===== src/rtl/mem_bus_pkg.sv =====
// mem_bus_pkg: cpustate encodings, responder FSM states and I/O port addresses
package mem_bus_pkg;
  localparam logic [1:0] CS_IDLE = 2'b00;
  localparam logic [1:0] CS_LOAD = 2'b01;
  localparam logic [1:0] CS_RUN = 2'b10;
  localparam logic [15:0] IO_IN_ADDR = 16'hFFFE;
  localparam logic [15:0] IO_OUT_ADDR = 16'hFFFF;
  typedef enum logic [1:0] {S_IDLE, S_LOAD, S_RUN} state_t;
endpackage


===== src/rtl/mem_bus_ram.sv =====
// mem_bus_ram: single-port synchronous RAM (clk, we, re, addr, wdata -> registered rdata)
module mem_bus_ram #(
  parameter int DEPTH = 256,
  parameter int AW = $clog2(DEPTH)
) (
  input logic clk,
  input logic we,
  input logic re,
  input logic [AW-1:0] addr,
  input logic [7:0] wdata,
  output logic [7:0] rdata
);
  logic [7:0] mem [DEPTH];
  always_ff @(posedge clk) begin
    if (we) mem[addr] <= wdata;
    if (re) rdata <= mem[addr];
  end
endmodule


===== src/rtl/mem_bus_responder.sv =====
// mem_bus_responder: CPU bus RAM responder with switch loader; MEM_BUS_IOPORT_EN adds I/O ports at FFFE/FFFF
module mem_bus_responder
  import mem_bus_pkg::*;
#(
  parameter int MEM_DEPTH = 256
) (
  input logic clk,
  input logic rst,
  input logic [1:0] cpustate,
  input logic [15:0] addr,
  input logic [7:0] wdata,
  input logic read,
  input logic write,
  output logic [7:0] rdata,
  input logic [7:0] ld_data,
  input logic ld_strobe,
  output logic [15:0] ld_addr,
  input logic [7:0] in_port,
  output logic [7:0] out_port,
  output logic out_valid,
  output logic bus_err
);
  localparam int AW = $clog2(MEM_DEPTH);
  state_t state, state_n;
  logic [AW-1:0] ld_ptr, ram_addr;
  logic [7:0] ram_wdata, ram_q, alt_q;
  logic ram_we, ram_re, run_rd, run_wr, in_range, io_in, io_out, err_set, load_enter, src_ram;
`ifdef MEM_BUS_IOPORT_EN
  assign io_in = addr == IO_IN_ADDR;
  assign io_out = addr == IO_OUT_ADDR;
  always_ff @(posedge clk or posedge rst)
    if (rst) begin
      out_port <= 8'h00;
      out_valid <= 1'b0;
    end else begin
      out_valid <= run_wr && io_out;
      if (run_wr && io_out) out_port <= wdata;
    end
`else
  logic unused_in;
  assign unused_in = ^in_port;
  assign io_in = 1'b0;
  assign io_out = 1'b0;
  assign out_port = 8'h00;
  assign out_valid = 1'b0;
`endif
  always_comb begin
    state_n = cpustate == CS_LOAD ? S_LOAD : cpustate == CS_RUN ? S_RUN : S_IDLE;
    load_enter = state_n == S_LOAD && state != S_LOAD;
    in_range = addr < 16'(MEM_DEPTH);
    run_wr = state == S_RUN && write;
    // a simultaneous write wins, so the read is dropped and rdata holds
    run_rd = state == S_RUN && read && !write;
    ram_we = state == S_LOAD ? ld_strobe : run_wr && in_range;
    ram_re = run_rd && in_range;
    ram_addr = state == S_LOAD ? ld_ptr : addr[AW-1:0];
    ram_wdata = state == S_LOAD ? ld_data : wdata;
    err_set = state == S_RUN && ((read && write) || (read && !(in_range || io_in || io_out)) ||
                                 (write && !(in_range || io_out)));
  end
  always_ff @(posedge clk or posedge rst)
    if (rst) begin
      state <= S_IDLE;
      ld_ptr <= '0;
      bus_err <= 1'b0;
      src_ram <= 1'b0;
      alt_q <= 8'h00;
    end else begin
      state <= state_n;
      if (load_enter) ld_ptr <= '0;
      else if (state == S_LOAD && ld_strobe) ld_ptr <= ld_ptr == AW'(MEM_DEPTH - 1) ? '0 : ld_ptr + 1'b1;
      bus_err <= load_enter ? 1'b0 : bus_err | err_set;
      // rdata comes from the RAM output register or from alt_q for I/O and out-of-range reads
      if (ram_re) src_ram <= 1'b1;
      else if (run_rd) begin
        src_ram <= 1'b0;
        alt_q <= io_in ? in_port : io_out ? out_port : 8'h00;
      end
    end
  assign rdata = src_ram ? ram_q : alt_q;
  assign ld_addr = 16'(ld_ptr);
  mem_bus_ram #(.DEPTH(MEM_DEPTH)) u_ram (
    .clk(clk),
    .we(ram_we),
    .re(ram_re),
    .addr(ram_addr),
    .wdata(ram_wdata),
    .rdata(ram_q)
  );
endmodule


===== config.mk =====
export PLATFORM = sky130hd
export DESIGN_NAME = mem_bus_responder
export DESIGN_NICKNAME = d
export VERILOG_FILES = /design/src/rtl/mem_bus_pkg.sv /design/src/rtl/mem_bus_ram.sv /design/src/rtl/mem_bus_responder.sv
export SDC_FILE = /design/constraint.sdc
export NUM_CORES = 2
export LEC_CHECK = 0
export CORE_UTILIZATION = 45
export DETAILED_ROUTE_END_ITERATION = 12
export PLACE_DENSITY = 0.63
export SYNTH_ARGS = -nofsm -noshare
export SYNTH_HDL_FRONTEND = slang
export SYNTH_SLANG_ARGS = --single-unit

===== constraint.sdc =====
create_clock -name clk -period 6.6 [get_ports clk]
set_clock_uncertainty 0.15 [all_clocks]
set_input_delay 1.65 -clock clk [delete_from_list [all_inputs] [get_ports clk]]
set_output_delay 1.65 -clock clk [all_outputs]
set_load 0.03 [all_outputs]

==> results.cfg <==
; synthesis and place-and-route metrics
[run_status]
status = finished, final reports clean

[cells_and_area]
instances_no_fill = 6723
nets = 4394
area_growth_pct = 13.0
final_cell_mix = edfxtp_1, a22o_1, a221oi_1, nor2_1, o22ai_1
largest_reg_flops = 2048
fin_area_sq_um = 86700

[routing]
num_vias = 42387
wl_met2_microns = 91900

[clock_tree]
numCtsBuffers = 198
cts_buffer_depth = 3
cts_resized = 0
clock_sinks = 2068
insertion_delay_ns = 0.84
post_cts_buffers = 0
htreeDepth = 4

[yosys]
ys_async_sr_fraction = 0.00580
yosys_warnings = 0
synthDistinctLibCells = 44
top_cell_area_share = 0.805
simple_gate_share = 0.0262
ys_top_cells_by_count = edfxtp_1, a221oi_1, a22o_1
yosys_area_sq_um = 76700
synth.avg_cell_area_sq_um = 18.1
synthAoiAreaFrac = 0.144

[timing]
max_slew.worst_pin.slew_ns = 1.18

[pwr]
p_sw_frac = 0.223
largestPowerGroup = sequential cells
power_frac_seq = 0.536

[setup_path]
reg2reg_setup_slack_ns = 1.54
crit_path_end = u_ram.rdata[1]$_DFFE_PP_
cp_max_fo = 42
cp-end-kind = flop
cp-startpoint = addr[0]

[global_routing]
grt_pass1_vias = 41337
antenna_found_initial = 6
overflow = 0

[flow_run]
log.warning_count = 53
maxCapViolCount = 0

[worst_hold_path]
holdPathEnd = bus_err$_DFF_PP0_

[placement]
dpl_cell_area_sq_um = 80500
==> cell type report <==
| class | instances | area, sq um |
|---|---|---|
| fillers | 13351 | 82600 |
| flip-flops and latches | 2068 | 62000 |
| multi-input cells | 1837 | 13300 |
| clock buffers | 256 | 5220 |
| well taps | 2218 | 2780 |
| repair buffers | 233 | 2320 |
| clock inverters | 101 | 976 |
| inverters | 8 | 30.0 |
| diodes | 2 | 5.00 |
==> metal layers <==
layer,global-route usage,up-vias
met3,0.0460,350
met4,0.0932,2
met1,0.310,21888
met5,0,-
met2,0.346,1859
li1,-,18288
==> critical path, cell delays in order <==
cell and delay, ns:
clkdlybuf4s50_1 0.68, inv_1 0.15, a31o_4 0.50, buf_12 0.30, a22o_1 0.24, a221oi_1 0.33
o22ai_1 0.21, nor4_1 0.98, a21oi_1 0.35, a2111o_1 0.36
Fig. 1: cells colored by class
Bar = 100 microns.
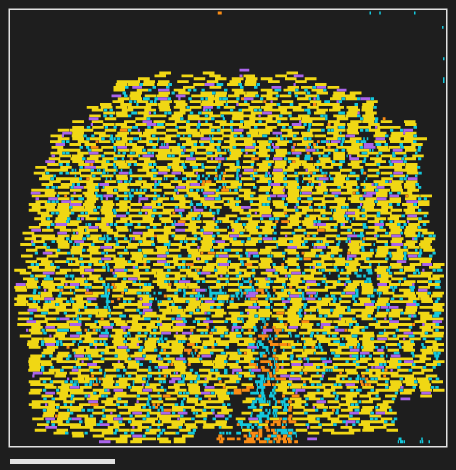
flip-flops: shown in yellow, cells 2068, share of their area 74%. other buffers and delay cells: shown in orange, cells 233, share of their area 2.8%. all other logic: shown in cyan, cells 1845, share of their area 16%. clock drivers and dummy loads: shown in purple, cells 357, share of their area 7.4%.

Fig. 2: sequential cells grouped by signal name
Bar = 100 microns. Other sequential cells in the stronger gray, the rest of the logic in the fainter gray.
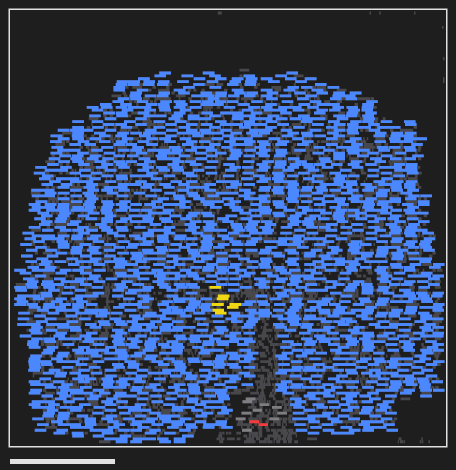
`u_ram.mem`: shown in blue, sequential cells 2048, where spread over the die. `state`: shown in red, sequential cells 2. `u_ram.rdata`: shown in yellow, sequential cells 8.
Another 10 sequential cells are not colored.

Fig. 3: routing congestion map
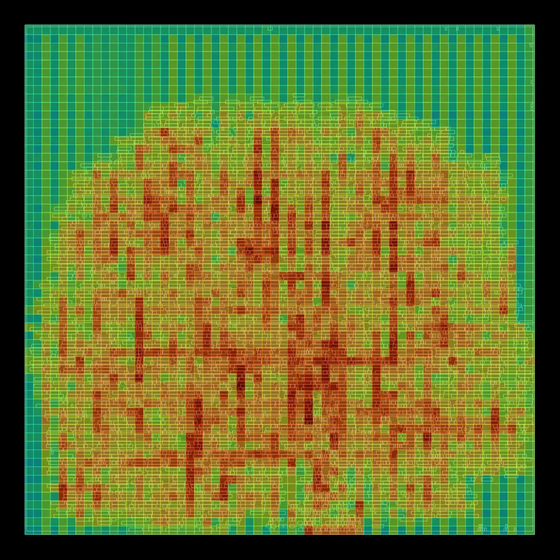
GRT Overall Usage: 0.224
final core occ: 0.512

